Fig. 1: supply network
Pins as bars on the die edge. Tap cells in grey.
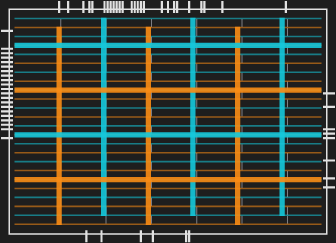
Fig. 2: cells coloured by class
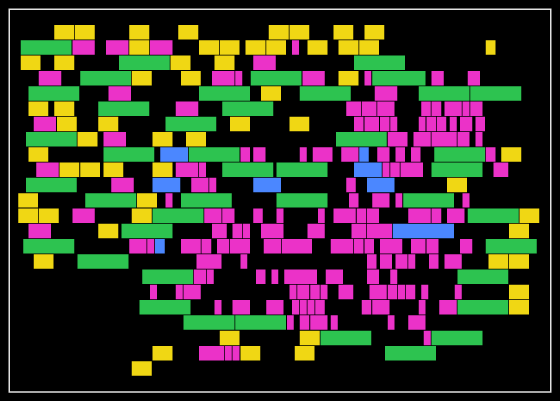
Fig. 3: routed clock nets over the placement
Bar = 20 um.
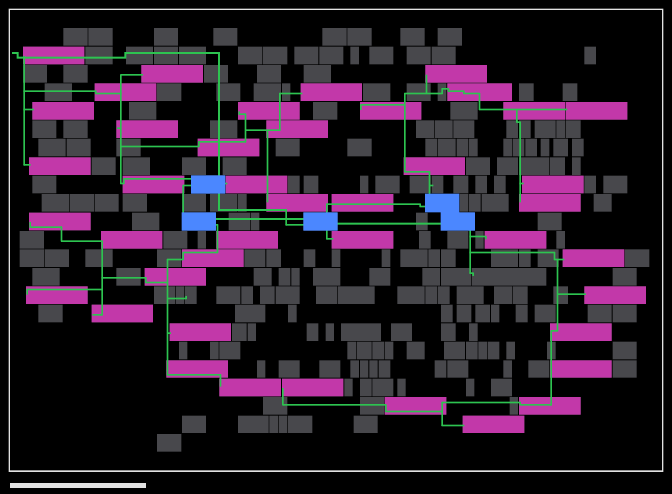
--- config.mk ---
export PLATFORM = sky130hd
export DESIGN_NAME = core_host_ctl
export DESIGN_NICKNAME = d
export VERILOG_FILES = /design/src/rtl/core_host_ctl.sv
export SDC_FILE = /design/constraint.sdc
export NUM_CORES = 1
export LEC_CHECK = 0
export CORE_ASPECT_RATIO = 0.7
export CORE_UTILIZATION = 35
export CTS_CLUSTER_SIZE = 40
export DETAILED_ROUTE_END_ITERATION = 10
export SLEW_MARGIN = 10
export SYNTH_ARGS = -nofsm -noshare
export SYNTH_HDL_FRONTEND = slang
export SYNTH_SLANG_ARGS = --single-unit
--- constraint.sdc ---
create_clock -name clk -period 5 [get_ports clk]
set_input_delay 0.5 -clock clk [delete_from_list [all_inputs] [get_ports clk]]
set_output_delay 0.5 -clock clk [all_outputs]
set_load 0.02 [all_outputs]
--- src/rtl/core_host_ctl.sv ---
`default_nettype none
// ==== core_host_ctl : host-side run initiator (preload, core reset window, run/timeout) ====
// ==== rev 1.0 ====
module core_host_ctl #(
  parameter int AW      = 8,
  parameter int DW      = 8,
  parameter int CW      = 16,
  parameter int TIMEOUT = 4096,
  parameter int RST_CYC = 2
) (
  input  logic          clk,
  input  logic          reset,
  input  logic          start,
  input  logic          abort,
  input  logic          load_valid,
  output logic          load_ready,
  input  logic [AW-1:0] load_addr,
  input  logic [DW-1:0] load_dat,
  output logic          mem_wr_en,
  output logic [AW-1:0] mem_addr,
  output logic [DW-1:0] mem_dat,
  output logic          core_reset,
  output logic          core_req,
  input  logic          core_done,
  output logic          busy,
  output logic          finished,
  output logic          timed_out,
  output logic [CW-1:0] cycles
);

  localparam int RCW = (RST_CYC > 1) ? $clog2(RST_CYC) : 1;
  localparam logic [RCW-1:0] RST_LAST = RCW'(RST_CYC - 1);
  localparam logic [CW-1:0]  CYC_LIMIT = CW'(TIMEOUT);

  typedef enum logic [2:0] {
    S_IDLE       = 3'd0,
    S_RESET_CORE = 3'd1,
    S_RUN        = 3'd2,
    S_DONE       = 3'd3,
    S_TIMEOUT    = 3'd4
  } state_t;

  state_t         r_state;
  state_t         w_next;
  logic [RCW-1:0] r_rst_cnt;
  logic [CW-1:0]  r_cycles;
  logic [CW-1:0]  w_cyc_inc;
  logic           w_ready;
  logic           w_launch;
  logic           w_hit_limit;
  logic           r_mem_wr_en;
  logic [AW-1:0]  r_mem_addr;
  logic [DW-1:0]  r_mem_dat;
  logic           r_core_reset;
  logic           r_core_req;
  logic           r_busy;
  logic           r_finished;
  logic           r_timed_out;

  assign w_ready     = (r_state == S_IDLE) || (r_state == S_DONE) || (r_state == S_TIMEOUT);
  assign w_launch    = !abort && start && w_ready;
  assign w_cyc_inc   = r_cycles + 1'b1;
  assign w_hit_limit = (w_cyc_inc == CYC_LIMIT);

  always_comb begin
    w_next = r_state;
    if (abort) begin
      w_next = S_IDLE;
    end else begin
      case (r_state)
        S_IDLE, S_DONE, S_TIMEOUT: if (start) w_next = S_RESET_CORE;
        S_RESET_CORE:              if (r_rst_cnt == RST_LAST) w_next = S_RUN;
        S_RUN: begin
          // Completion takes precedence over hitting the cycle limit.
          if (core_done)        w_next = S_DONE;
          else if (w_hit_limit) w_next = S_TIMEOUT;
        end
        default:                   w_next = S_IDLE;
      endcase
    end
  end

  always_ff @(posedge clk or negedge reset) begin
    if (!reset) begin
      r_state      <= S_IDLE;
      r_rst_cnt    <= '0;
      r_cycles     <= '0;
      r_mem_wr_en  <= 1'b0;
      r_mem_addr   <= '0;
      r_mem_dat    <= '0;
      r_core_reset <= 1'b1;
      r_core_req   <= 1'b0;
      r_busy       <= 1'b0;
      r_finished   <= 1'b0;
      r_timed_out  <= 1'b0;
    end else begin
      r_state      <= w_next;
      r_rst_cnt    <= (r_state == S_RESET_CORE && w_next == S_RESET_CORE) ? r_rst_cnt + 1'b1 : '0;
      r_core_reset <= (w_next != S_RUN);
      r_core_req   <= (w_next == S_RUN);
      r_busy       <= (w_next == S_RESET_CORE) || (w_next == S_RUN);

      if (abort || w_launch) begin
        r_cycles    <= '0;
        r_finished  <= 1'b0;
        r_timed_out <= 1'b0;
      end else if (r_state == S_RUN) begin
        r_cycles    <= w_cyc_inc;
        r_finished  <= core_done;
        r_timed_out <= !core_done && w_hit_limit;
      end

      r_mem_wr_en <= load_valid && w_ready;
      if (load_valid && w_ready) begin
        r_mem_addr <= load_addr;
        r_mem_dat  <= load_dat;
      end
    end
  end

  assign load_ready = w_ready;
  assign mem_wr_en  = r_mem_wr_en;
  assign mem_addr   = r_mem_addr;
  assign mem_dat    = r_mem_dat;
  assign core_reset = r_core_reset;
  assign core_req   = r_core_req;
  assign busy       = r_busy;
  assign finished   = r_finished;
  assign timed_out  = r_timed_out;
  assign cycles     = r_cycles;

endmodule
`default_nettype wire
==> metrics.cfg <==
[pwr]
p_sw_share_pct = 26.0
net-switching-power_mw = 0.211
p_total_mw = 0.811
pwr-share-clk_pct = 32.3
intPower_mw = 0.601
powerDensity_nw_per_um2 = 281

[cells_and_area]
n_antenna_cell = 0
drive_gt1_share_pct = 11.9
syn2layout_area_growth_pct = 33.1
nFillCells = 542

[clock_tree]
post_cts_buffers = 0
insertion_delay_ns = 0.28
htreeDepth = 2
clkSlewWorstSetupHoldPaths_ns = 0.08
cts_buffer_depth = 2
cts_num_sinks = 42

[synthesis]
postSynthAreaPerCell_sq_um = 10.6
yosysWarnings = 0
ys_seq_share_pct = 48.5
ys_chip_area_sq_um = 2170
fp_nets = 228
synth-edff-count = 0
common_cells = dfrtp_1, nor2_1, mux2_2, nand2_1, nand3_1
postSynthCellCount = 204
numSynthFlops = 42
ys_types = 46

[floorplanning]
die-width_um = 96.1
fp_util_pct = 37.2
rows = 23
core_sq_um = 5840
die_y_um = 67.9

[timing]
hold_violations = 0
setup_viol = 0
rsz0062_at_grt = no
post-route-period-util_pct = 46.8
skew_ns = 0.00396
tightest_slew_ns = 0.936
final.min_clock_period_ns = 2.34
max-slew-margin-rel_pct = 37.6
slew_violations = 0

[critical_path]
slowest_delay_ns = 0.57
endpoint_kind = flop
cp_top_family = AND-OR/OR-AND gates
crit_chain = ha_1 > nor3b_1 > o2111ai_1 > a2111oi_2 > nand3_1 > and2_1
worst-r2r-setup-slack_ns = 2.66
startpoint_type = flop
cp.required_ns = 5.18
cp_max_fo = 11

[status]
status = finished clean

[placed_design]
gp_congestion = 0.755

[route]
dr.first_iter.drc_count = 66
drt_pass1_iterations = 4
num_vias = 1696

[hold_path]
hp-class = in -> async

[global_route]
grt_usage_pct = 16.1
antenna_found_initial = 0

-- Fig. 1 (at the start) --
legend:
  VDD:
    colour: cyan
  VSS:
    colour: orange
rows: 23
tap cells: 75
met4 straps: 6

-- Fig. 2 (at the start) --
legend:
  other buffers and delay cells:
    colour: yellow
    cells: 60
    share_of_their_area: 21%
  flops:
    colour: green
    cells: 42
    share_of_their_area: 38%
  clock drivers and dummy loads:
    colour: blue
    cells: 8
    share_of_their_area: 3.9%
  all other logic:
    colour: magenta
    cells: 151
    share_of_their_area: 37%
Final Util: 49.5%
final design area excluding fillers: 2890 sq um
sequential portion of the cell area: 36.4%

-- Fig. 3 (at the start) --
legend:
  cells driving clock nets:
    colour: blue
    count: 5
  flip-flops:
    colour: magenta
    count: 42
  clock wires:
    colour: green
    length: 531 um
flops lie: all over the die
routed clock nets: 6

## logic make-up after synthesis
group / Yosys count / synth area share (%)
buffers and inverters: 14 / 4.21
AND/OR/NAND/NOR: 80 / 19.1
flip-flops: 42 / 48.5
multiplexers: 18 / 9.22
XOR/XNOR: 16 / 6.46
adder cells (fa/ha/maj): 2 / 1.15
AND-OR/OR-AND: 32 / 11.4
## path summary, 6_finish.rpt
path	depth (start not counted)	from	to
setup reg to reg	6	cycles[0]	r_state[1]
setup / recovery	6	cycles[0]	r_state[1]
hold reg to reg	1	mem_addr[4]	mem_addr[4]
hold / removal	1	reset	r_rst_cnt
min in group clk	1	mem_addr[4]	mem_addr[4]
max in group asynchronous	1	reset	mem_dat[0]
## per-layer routing
metal | vias to the layer above | GRT usage [%] | part of all wire [%]
met2 | 49 | 21.6 | 41
met4 | 0 | 2.24 | 0.48
met5 | - | 0 | 0
met1 | 820 | 24.2 | 51
li1 | 825 | - | -
met3 | 2 | 6.56 | 7.6
## worst reg2reg max path: cells and delay by family (launching register included)
family,cells,cell delay [ns]
and+or+nand+nor,3,0.65
adders and majority gates,1,0.40
DFF,1,0.45
AOI/OAI and AO/OA,2,0.74
## flip-flops by register name, indices dropped and copies added, names as in the netlist, 3 cells and up
signal	cells
cycles	16
r_state	3
mem_addr	8
mem_dat	8
## stage by stage
| step | instance area, sq um | hold WS (ns) | std cells | util (%) |
|---|---|---|---|---|
| finish | 2890 | 0.356 | 336 | 49.5 |
| global route | 2890 | 0.433 | 336 | 49.5 |
| CTS | 2890 | 0.400 | 336 | 49.5 |
| detailed placement | 2780 | 0.485 | 328 | 47.6 |
| global placement | 2780 | 0.475 | 328 | 47.6 |
| floorplan | 2170 | 0.204 | 204 | - |
## power by group through the flow
| stage | Combinational [mW] | Clock (mW) | Sequential [mW] |
|---|---|---|---|
| 3_3_place_gp | 0.169 | 0 | 0.388 |
| 4_1_cts | 0.170 | 0.271 | 0.383 |
| 5_1_grt | 0.179 | 0.287 | 0.387 |
| 2_1_floorplan | 0.0495 | 0 | 0.420 |
| 6_report | 0.167 | 0.262 | 0.382 |
| 3_5_place_dp | 0.169 | 0 | 0.389 |
## area by class of cell
| cell class | instances | area, sq um | share of cell area (%) |
|---|---|---|---|
| Clock inverter | 3 | 40.0 | 1.39 |
| Sequential cell | 42 | 1050 | 36.4 |
| Clock buffer | 5 | 68.8 | 2.38 |
| Timing Repair Buffer | 60 | 596 | 20.6 |
| Multi-Input combinational cell | 148 | 1030 | 35.6 |
| Inverter | 3 | 11.3 | 0.390 |
| Tap cell | 75 | 93.8 | 3.25 |
## placed cells by master (no fill, tap or decap), types with 3 or more instances in the layout
cell | netlist | layout
o2111a_1 | 3 | 3
dfrtp_1 | 41 | 41
nand2_1 | 13 | 13
mux2_1 | 3 | 3
xnor2_1 | 4 | 4
nor2_1 | 26 | 26
mux2_2 | 13 | 13
nor2b_1 | 5 | 5
xor2_1 | 12 | 12
clkdlybuf4s50_1 | 0 | 59
o2111ai_1 | 3 | 3
and2_1 | 4 | 4
nand3_1 | 13 | 13
a21oi_1 | 8 | 8
o21ai_0 | 6 | 6
clkbuf_8 | 0 | 5
inv_1 | 3 | 3
Power is estimated from default activity; no workload was simulated.
